==> config.mk <==
export PLATFORM = sky130hd
export DESIGN_NAME = rmw_seq
export DESIGN_NICKNAME = d
export VERILOG_FILES = /design/src/rtl/rmw_seq_pkg.sv /design/src/rtl/rmw_alu_map.sv /design/src/rtl/rmw_seq.sv
export SDC_FILE = /design/constraint.sdc
export NUM_CORES = 1
export LEC_CHECK = 0
export CAP_MARGIN = 20
export CORE_MARGIN = 1
export CORE_UTILIZATION = 43
export CTS_BUF_LIST = sky130_fd_sc_hd__clkbuf_4
export DETAILED_ROUTE_END_ITERATION = 8
export HOLD_SLACK_MARGIN = 0.03
export PLACE_DENSITY_LB_ADDON = 0.3
export SLEW_MARGIN = 20
export SYNTH_ARGS = -nofsm -noshare
export SYNTH_HDL_FRONTEND = slang
export SYNTH_SLANG_ARGS = --single-unit
==> constraint.sdc <==
create_clock -name clk -period 1.8 [get_ports clk]
set_input_delay 0.18 -clock clk [delete_from_list [all_inputs] [get_ports clk]]
set_output_delay 0.18 -clock clk [all_outputs]
set_load 0.02 [all_outputs]
**Run 1: gate-type map**

Scale: 4 px per um.
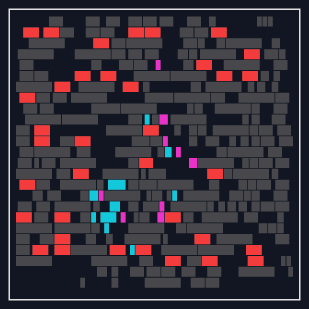
[red] mux cells | cells: 36 | most used: mux2_2 | where: widely spread
[cyan] nor cells | cells: 10 | most used: nor2_1
[magenta] nand cells | cells: 9 | most used: nand2_1 | where: middle
Layout Cells excl Fill: 334
logic share of the area: 0.2627
most instantiated logic cell after routing: clkdlybuf4s50_1

**Run 1: ports around the boundary**

Scale: 6 px per um. Pins as bars across the die edge, other pins in grey.
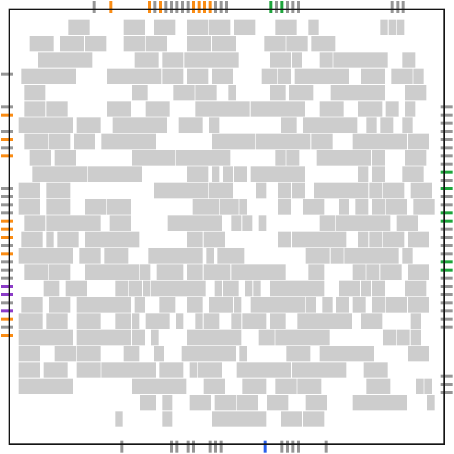
[orange] bus_addr | pins: 16 | direction: output | edge: 9 left, 7 top
[blue] flag_c_we | pins: 1 | direction: output | edge: bottom
[green] alu_out | pins: 8 | direction: input | edge: 6 right, 2 top
[purple] req_op | pins: 3 | direction: input | edge: left
all pins by edge: 31 right, 26 left, 26 top, 14 bottom
die height: 72.25 um
Die W: 72.25 um
I/O Buffers: 89

**Run 1: routing congestion**

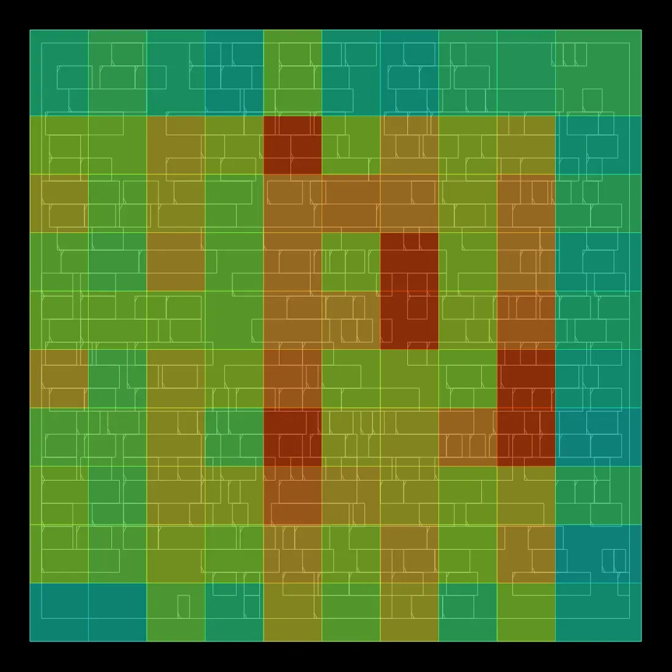
WL/cell: 13.93 um
Final Util: 0.6654
All-Layer GR Usage: 0.1930
GR Layer Usage met3: 0.05694

==> impl_metrics.csv, run 1 <==
group,metric,value,unit
synth,logic_family,"multiplexers",
timing,finalClockPeriodUsage,0.9531,
global_route,top_usage_layer,"met2",
synth,edf_count,0,
synth,top_area_cell,"dfrtp_1",
floorplanning,rows,25,
clock_tree,cts_hold_buf,0,
power_and_ir_drop,leakage,1.390,nW
finish,largest_register_ffs,16,
global_route,grtUsageMet1,0.2320,
clock_tree,cts_max_level,2,
finish,logic_gates,105,
synth,synth_flop_count,49,
placed_design,place_congestion,0.7586,
worst_setup_path,r2r_setup_slack,0.08,ns
finish,layout-drive-gt1-share,0.2622,
clock_tree,root_buffer,"clkbuf_4",
timing,setup_viol,0,
worst_setup_path,end_kind,"flop",
detailed_routing,drcViolationCount,0,
timing,finClkSkew,0.01267,ns
run_status,status,"completed",
synth,ff_type,"dfrtp_1",
synth,ys_sh_adder,0.02358,
global_route,met2_usage,0.3281,
synth,syn-cell-area,2122,um2
finish,n_all_buffers,99,
clock_tree,cts_made_buffers,5,
worst_setup_path,startpoint_type,"flop",
finish,stdcell_area,3143,um2
timing,slew_viol_final,0,
synth,syn_inst,169,
synth,synth_top_area_share,0.5778,
synth,synth-xor-area-share,0,
[run 1: per-layer routing]
metal / wire length (um) / vias to the layer above
li1: - / 772
met1: 1870 / 792
met4: 67 / 0
met5: 0 / -
met2: 2345 / 75
met3: 367 / 5
[run 1: report_power, final]
| part | switching, mW | internal (mW) | total [mW] |
|---|---|---|---|
| clock | 0.350 | 0.185 | 0.535 |
| combinational | 1.45 | 1.55 | 3.00 |
| sequential | 0.321 | 1.65 | 1.97 |
[run 1: timing repair]
item,4_1_cts,5_1_grt
pin swaps,0,2
gates cloned,0,0
endpoints found under the setup margin,15,9
gates resized,54,15
==> inputs of run 2 (changes only) <==
CTS_CLUSTER_DIAMETER = 40   (was default)
**Run 2: routing congestion**

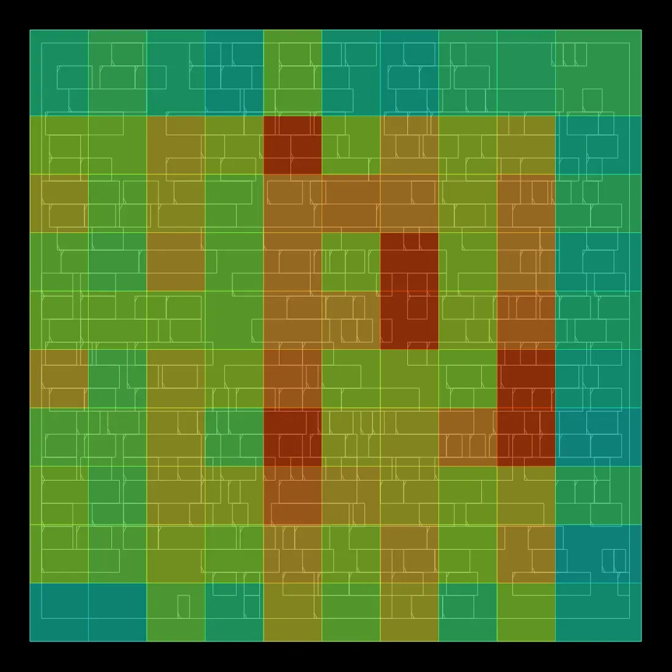
global routing's busiest layer: met2
met1 Resource Use GR: 0.2320
met2 GRT Util: 0.3281

**Run 2: gate-type map**

Scale: 4 px per um.
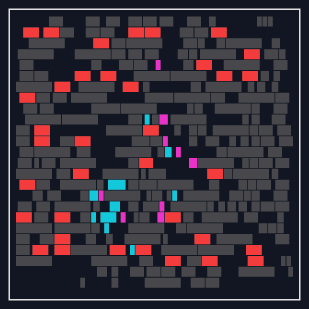
[red] mux cells | cells: 36 | most used: mux2_2 | where: widely spread
[cyan] nor cells | cells: 10 | most used: nor2_1
[magenta] nand cells | cells: 9 | most used: nand2_1 | where: middle

==> run 2 against run 1 <==
Sequential power barely moved. Register-to-register slack hardly changed. Via count unchanged. Utilization did not move. Wire length did not move. Count of clock-buffer cells in the layout unchanged. Critical path depth unchanged. Synthesized area unchanged. Flip-flop count stayed put. Clock power barely moved. Hold slack unchanged. Non-clock buffer count stayed put. Critical path type unchanged. Largest cell class unchanged. Largest power group unchanged.
==> impl_metrics.csv, run 2 <==
group,metric,value,unit
run_status,status,"completed",
placed_design,portBuffers,89,
timing,setup_viol,0,
timing,finalClockPeriodUsage,0.9531,
timing,finClkSkew,0.01267,ns
finish,layoutNonFillerInstCount,334,
synth,synth.avg_cell_area,12.56,um2
floorplanning,rows,25,
global_route,grt_usage,0.1930,
clock_tree,root_buffer,"clkbuf_4",
worst_setup_path,end_kind,"flop",
finish,stdcell_area,3143,um2
finish,layout_top_cell,"clkdlybuf4s50_1",
power_and_ir_drop,leakage,1.390,nW
timing,slew_viol_final,0,
synth,syn-cell-area,2122,um2
synth,top_area_cell,"dfrtp_1",
worst_setup_path,startpoint_type,"flop",
synth,synth_top_area_share,0.5778,
clock_tree,cts_hold_buf,0,
synth,ys_sh_adder,0.02358,
finish,finish.utilization,0.6654,
detailed_routing,drcViolationCount,0,
synth,ff_type,"dfrtp_1",
finish,largest_register_ffs,16,
clock_tree,cts_resized,54,
detailed_routing,ant_nets,0,
floorplanning,die_w,72.25,um
synth,logic_family,"multiplexers",
placed_design,place_congestion,0.7586,
detailed_routing,wl_per_cell,13.93,um
synth,syn_inst,169,
floorplanning,die_h,72.25,um
synth,synth-xor-area-share,0,
clock_tree,cts_max_level,2,
clock_tree,cts_made_buffers,5,
## run 2: layout make-up
type / count / area [um2]
clock buffer: 7 / 52.55
multi-input combinational: 105 / 825.8
timing repair buffer: 99 / 924.6
fill: 388 / 1580
tap: 67 / 83.83
clock inverter: 1 / 7.507
inverter: 6 / 22.52
sequential: 49 / 1226
## run 2: metal layers
metal	GRT usage	wire [um]	up-vias
met5	0	0	-
met4	0.07190	67	0
met3	0.05694	367	5
met2	0.3281	2345	75
met1	0.2320	1870	792
li1	-	-	772
## run 2: report_power, final
group          internal (mW)  switching, mW  total (mW)  leakage, nW
registers               1.65          0.321        1.97        0.584
logic                   1.55           1.45        3.00        0.774
clock network          0.185          0.350       0.535       0.0324
total                   3.38           2.12        5.50         1.39
No activity file was given, so power comes from the tool's default toggle rates.
